Fig. 1: logic cells by family
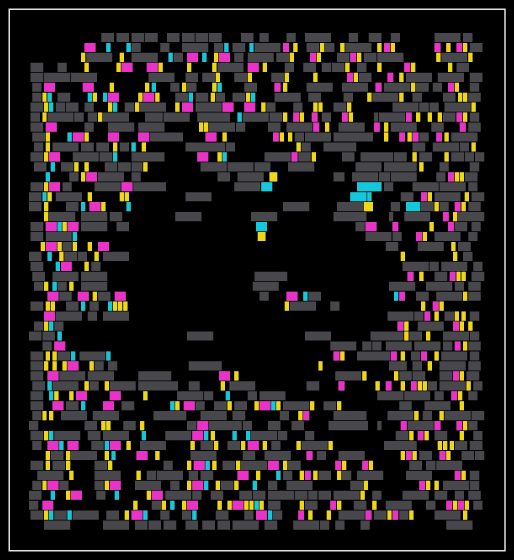
Fig. 2: signal wires on met2
The bar under the picture is 50 um long.
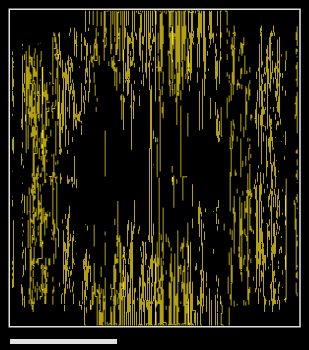
Fig. 3: wires at chosen ports, followed through buffers
The bar under the picture is 50 um long.
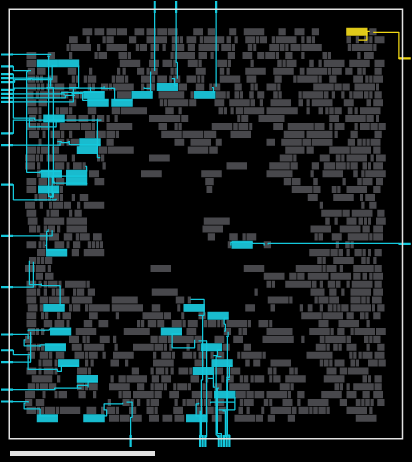
--- config.mk ---
export PLATFORM = sky130hd
export DESIGN_NAME = div_issue_ctrl
export DESIGN_NICKNAME = d
export VERILOG_FILES = /design/src/rtl/cpu_div_pkg.sv /design/src/rtl/hilo_regs.sv /design/src/rtl/div_issue_ctrl.sv
export SDC_FILE = /design/constraint.sdc
export NUM_CORES = 1
export LEC_CHECK = 0
export ABC_CLOCK_PERIOD_IN_PS = 2300
export CAP_MARGIN = 20
export CORE_ASPECT_RATIO = 1.1
export CORE_MARGIN = 5
export CORE_UTILIZATION = 30
export DETAILED_ROUTE_END_ITERATION = 6
export PLACE_DENSITY = 0.71
export SLEW_MARGIN = 5
export SYNTH_ARGS = -nofsm -noshare
export SYNTH_HDL_FRONTEND = slang
export SYNTH_SLANG_ARGS = --single-unit
--- constraint.sdc ---
create_clock -name clk -period 2.3 [get_ports clk]
set_input_delay 0.575 -clock clk [delete_from_list [all_inputs] [get_ports clk]]
set_output_delay 0.575 -clock clk [all_outputs]
set_load 0.1 [all_outputs]
--- src/rtl/cpu_div_pkg.sv ---
// Shared definitions for the divide issue/retire path.
// Contents: operand width, controller state encoding, HI/LO select codes
// used by the decode stage when steering MFHI/MFLO/MTHI/MTLO.
package cpu_div_pkg;

    // Operand/result width; the attached divider is fixed at 32 bits.
    localparam int unsigned XLEN = 32;

    // Controller states.
    typedef enum logic [0:0] {
        DIV_IDLE = 1'b0,
        DIV_RUN  = 1'b1
    } div_state_e;

    // HI/LO select codes shared with decode.
    localparam logic HILO_SEL_LO = 1'b0;
    localparam logic HILO_SEL_HI = 1'b1;

endpackage

--- src/rtl/hilo_regs.sv ---
// HI/LO architectural registers.
// Ports:
//   clk, reset            clock, synchronous active-high reset
//   res_we, res_hi/lo     divide result write (both registers together)
//   mt_hi_we, mt_lo_we    MTHI/MTLO write enables
//   mt_wdata              MTHI/MTLO data
//   hi, lo                register contents
// Priority: reset > divide result > MTHI/MTLO.
module hilo_regs
    import cpu_div_pkg::*;
(
    input  logic            clk,
    input  logic            reset,
    input  logic            res_we,
    input  logic [XLEN-1:0] res_hi,
    input  logic [XLEN-1:0] res_lo,
    input  logic            mt_hi_we,
    input  logic            mt_lo_we,
    input  logic [XLEN-1:0] mt_wdata,
    output logic [XLEN-1:0] hi,
    output logic [XLEN-1:0] lo
);

    // A divide result owns both registers for the cycle it is written.
    always_ff @(posedge clk) begin
        if (reset) begin
            hi <= '0;
            lo <= '0;
        end else if (res_we) begin
            hi <= res_hi;
            lo <= res_lo;
        end else begin
            if (mt_hi_we) hi <= mt_wdata;
            if (mt_lo_we) lo <= mt_wdata;
        end
    end

endmodule

--- src/rtl/div_issue_ctrl.sv ---
// Issue/retire controller between EX and the iterative divider.
// Accepts DIV/DIVU, drives the divider's level interface (div, div_signed, x, y),
// captures quotient/remainder into HI/LO on the complete pulse, serves
// MFHI/MFLO/MTHI/MTLO and stalls EX while a divide is in flight.
// Ports:
//   clk, reset                      clock, synchronous active-high reset
//   req_valid/signed/x/y, req_ready divide request from EX
//   flush                           aborts any in-flight divide
//   mt_hi_we, mt_lo_we, mt_wdata    MTHI/MTLO
//   mf_req                          MFHI/MFLO in EX this cycle
//   hi_rdata, lo_rdata              HI/LO contents
//   stall                           hold EX while busy and EX needs HI/LO or the divider
//   div, div_signed, x, y           to divider
//   s, r, complete                  from divider
// Build option: DIV_ZERO_FAST_EN retires divide-by-zero in one cycle without
// starting the divider (LO = all ones, HI = dividend).
module div_issue_ctrl
    import cpu_div_pkg::*;
(
    input  logic            clk,
    input  logic            reset,
    input  logic            req_valid,
    input  logic            req_signed,
    input  logic [XLEN-1:0] req_x,
    input  logic [XLEN-1:0] req_y,
    output logic            req_ready,
    input  logic            flush,
    input  logic            mt_hi_we,
    input  logic            mt_lo_we,
    input  logic [XLEN-1:0] mt_wdata,
    input  logic            mf_req,
    output logic [XLEN-1:0] hi_rdata,
    output logic [XLEN-1:0] lo_rdata,
    output logic            stall,
    output logic            div,
    output logic            div_signed,
    output logic [XLEN-1:0] x,
    output logic [XLEN-1:0] y,
    input  logic [XLEN-1:0] s,
    input  logic [XLEN-1:0] r,
    input  logic            complete
);

    div_state_e      state_q, state_d;
    logic            div_q, div_d;
    logic            sgn_q, sgn_d;
    logic [XLEN-1:0] x_q, x_d;
    logic [XLEN-1:0] y_q, y_d;

    logic            res_we;
    logic [XLEN-1:0] res_hi;
    logic [XLEN-1:0] res_lo;
    logic            busy;

    assign busy = (state_q == DIV_RUN);

    // State and divider-drive registers.
    always_ff @(posedge clk) begin
        if (reset) begin
            state_q <= DIV_IDLE;
            div_q   <= 1'b0;
            sgn_q   <= 1'b0;
            x_q     <= '0;
            y_q     <= '0;
        end else begin
            state_q <= state_d;
            div_q   <= div_d;
            sgn_q   <= sgn_d;
            x_q     <= x_d;
            y_q     <= y_d;
        end
    end

    // Next state, operand capture and result write.
    always_comb begin
        state_d = state_q;
        div_d   = div_q;
        sgn_d   = sgn_q;
        x_d     = x_q;
        y_d     = y_q;
        res_we  = 1'b0;
        res_hi  = r;
        res_lo  = s;
        case (state_q)
            DIV_IDLE: begin
                if (req_valid && !flush) begin
                    x_d   = req_x;
                    y_d   = req_y;
                    sgn_d = req_signed;
`ifdef DIV_ZERO_FAST_EN
                    // Zero divisor retires here; the divider is never started.
                    if (req_y == '0) begin
                        res_we = 1'b1;
                        res_hi = req_x;
                        res_lo = '1;
                    end else begin
                        div_d   = 1'b1;
                        state_d = DIV_RUN;
                    end
`else
                    div_d   = 1'b1;
                    state_d = DIV_RUN;
`endif
                end
            end
            DIV_RUN: begin
                // Operands stay put: the divider samples x/y sign bits live.
                if (flush) begin
                    div_d   = 1'b0;
                    state_d = DIV_IDLE;
                end else if (complete) begin
                    res_we  = 1'b1;
                    div_d   = 1'b0;
                    state_d = DIV_IDLE;
                end
            end
            default: begin
                div_d   = 1'b0;
                state_d = DIV_IDLE;
            end
        endcase
    end

    // HI/LO storage; MT* only lands while idle (EX is stalled otherwise).
    hilo_regs u_hilo (
        .clk      (clk),
        .reset    (reset),
        .res_we   (res_we),
        .res_hi   (res_hi),
        .res_lo   (res_lo),
        .mt_hi_we (mt_hi_we && !busy),
        .mt_lo_we (mt_lo_we && !busy),
        .mt_wdata (mt_wdata),
        .hi       (hi_rdata),
        .lo       (lo_rdata)
    );

    assign req_ready  = !busy;
    assign stall      = busy && (req_valid || mf_req || mt_hi_we || mt_lo_we);
    assign div        = div_q;
    assign div_signed = sgn_q;
    assign x          = x_q;
    assign y          = y_q;

endmodule

==> run_results.csv <==
group,metric,value,unit
run_status,status,"complete, no violations",
layout,dominant_cells,"buffers",
clock_network,cts_setup_buffers,0,
logic_synthesis,synthAoiAreaFrac,17.5,%
global_routing,track_usage,17.9,%
pwr,powerDensity,827,mW/mm^2
worst_setup_path,cp_max_fo,4,
route,detail_route.wl_per_cell,15.9,um
route,ant_nets,0,
layout,post-route-util,51.7,%
clock_network,cts_buffer_depth,2,
floorplanning,core_area,0.0170,mm^2
logic_synthesis,floorplan.nets,824,
clock_network,clk_pin_slew,0.05,ns
floorplanning,die_w,135,um
logic_synthesis,synth_flops,131,
worst_hold_path,hold_start,"x[10]",
placement,hpwl,13300,um
final_timing,rsz0062_at_grt,"no",
global_routing,antenna_found_initial,0,
clock_network,cts_buffers,17,
layout,comb_cells,465,
logic_synthesis,syn_avg_cell_area,7.88,um^2
route,vias_per_cell,4.66,
Back to the opening pictures, Fig. 1:
cyan -> nor cells  # cells 71
magenta -> aoi and oai cells  # cells 132, where widely spread
yellow -> nand cells  # cells 261, where widely spread
Commonest Layout Cell: nand2_1
combinational share of cell area: 25.2%

Back to the opening pictures, Fig. 2:
share of all routed wire = 46%
nets with wire on the layer = 894
longest straight run = 73.4 um
main direction = vertical
Total Wirelength: 18800 um
met2 Use GR: 29.1%
total vias in the final route: 5507

Back to the opening pictures, Fig. 3:
cyan -> hi_rdata  # bits 32, direction output, edge 19 left, 9 bottom, 3 top, 1 right, end cells 32, wire 1220 um
yellow -> div_signed  # bits 1, direction output, edge right, end cells 1, wire 25.2 um
# IOs: 301
IO Port Bufs: 300

-- flip-flops by register name, indices dropped and copies added, names as in the netlist --
signal,flops
u_hilo.hi,32
x,32
div,1
u_hilo.lo,32
div_signed,1
y,32
busy,1
-- layer usage --
metal	vias to the layer above	GRT usage [%]	share of wire [%]
met5	-	0	0
li1	2755	-	-
met2	236	29.1	46
met4	0	5.80	1.8
met3	22	7.42	11
met1	2494	21.6	41
-- where the power goes --
part / internal [mW] / leakage (nW) / switching, mW / total (mW)
sequential: 2.40 / 1.07 / 0.0685 / 2.47
clock: 1.88 / 0.296 / 1.04 / 2.92
combinational: 0.559 / 2.19 / 1.31 / 1.87
-- worst register-to-register path, cell delays in order (launching register included) --
cell     delay (ns)
dfxtp_1        0.31
buf_4          0.17
or3b_2         0.50
buf_12         0.22
nand2_1        0.11
a21oi_1        0.07
Power and IR drop assume default switching activity.
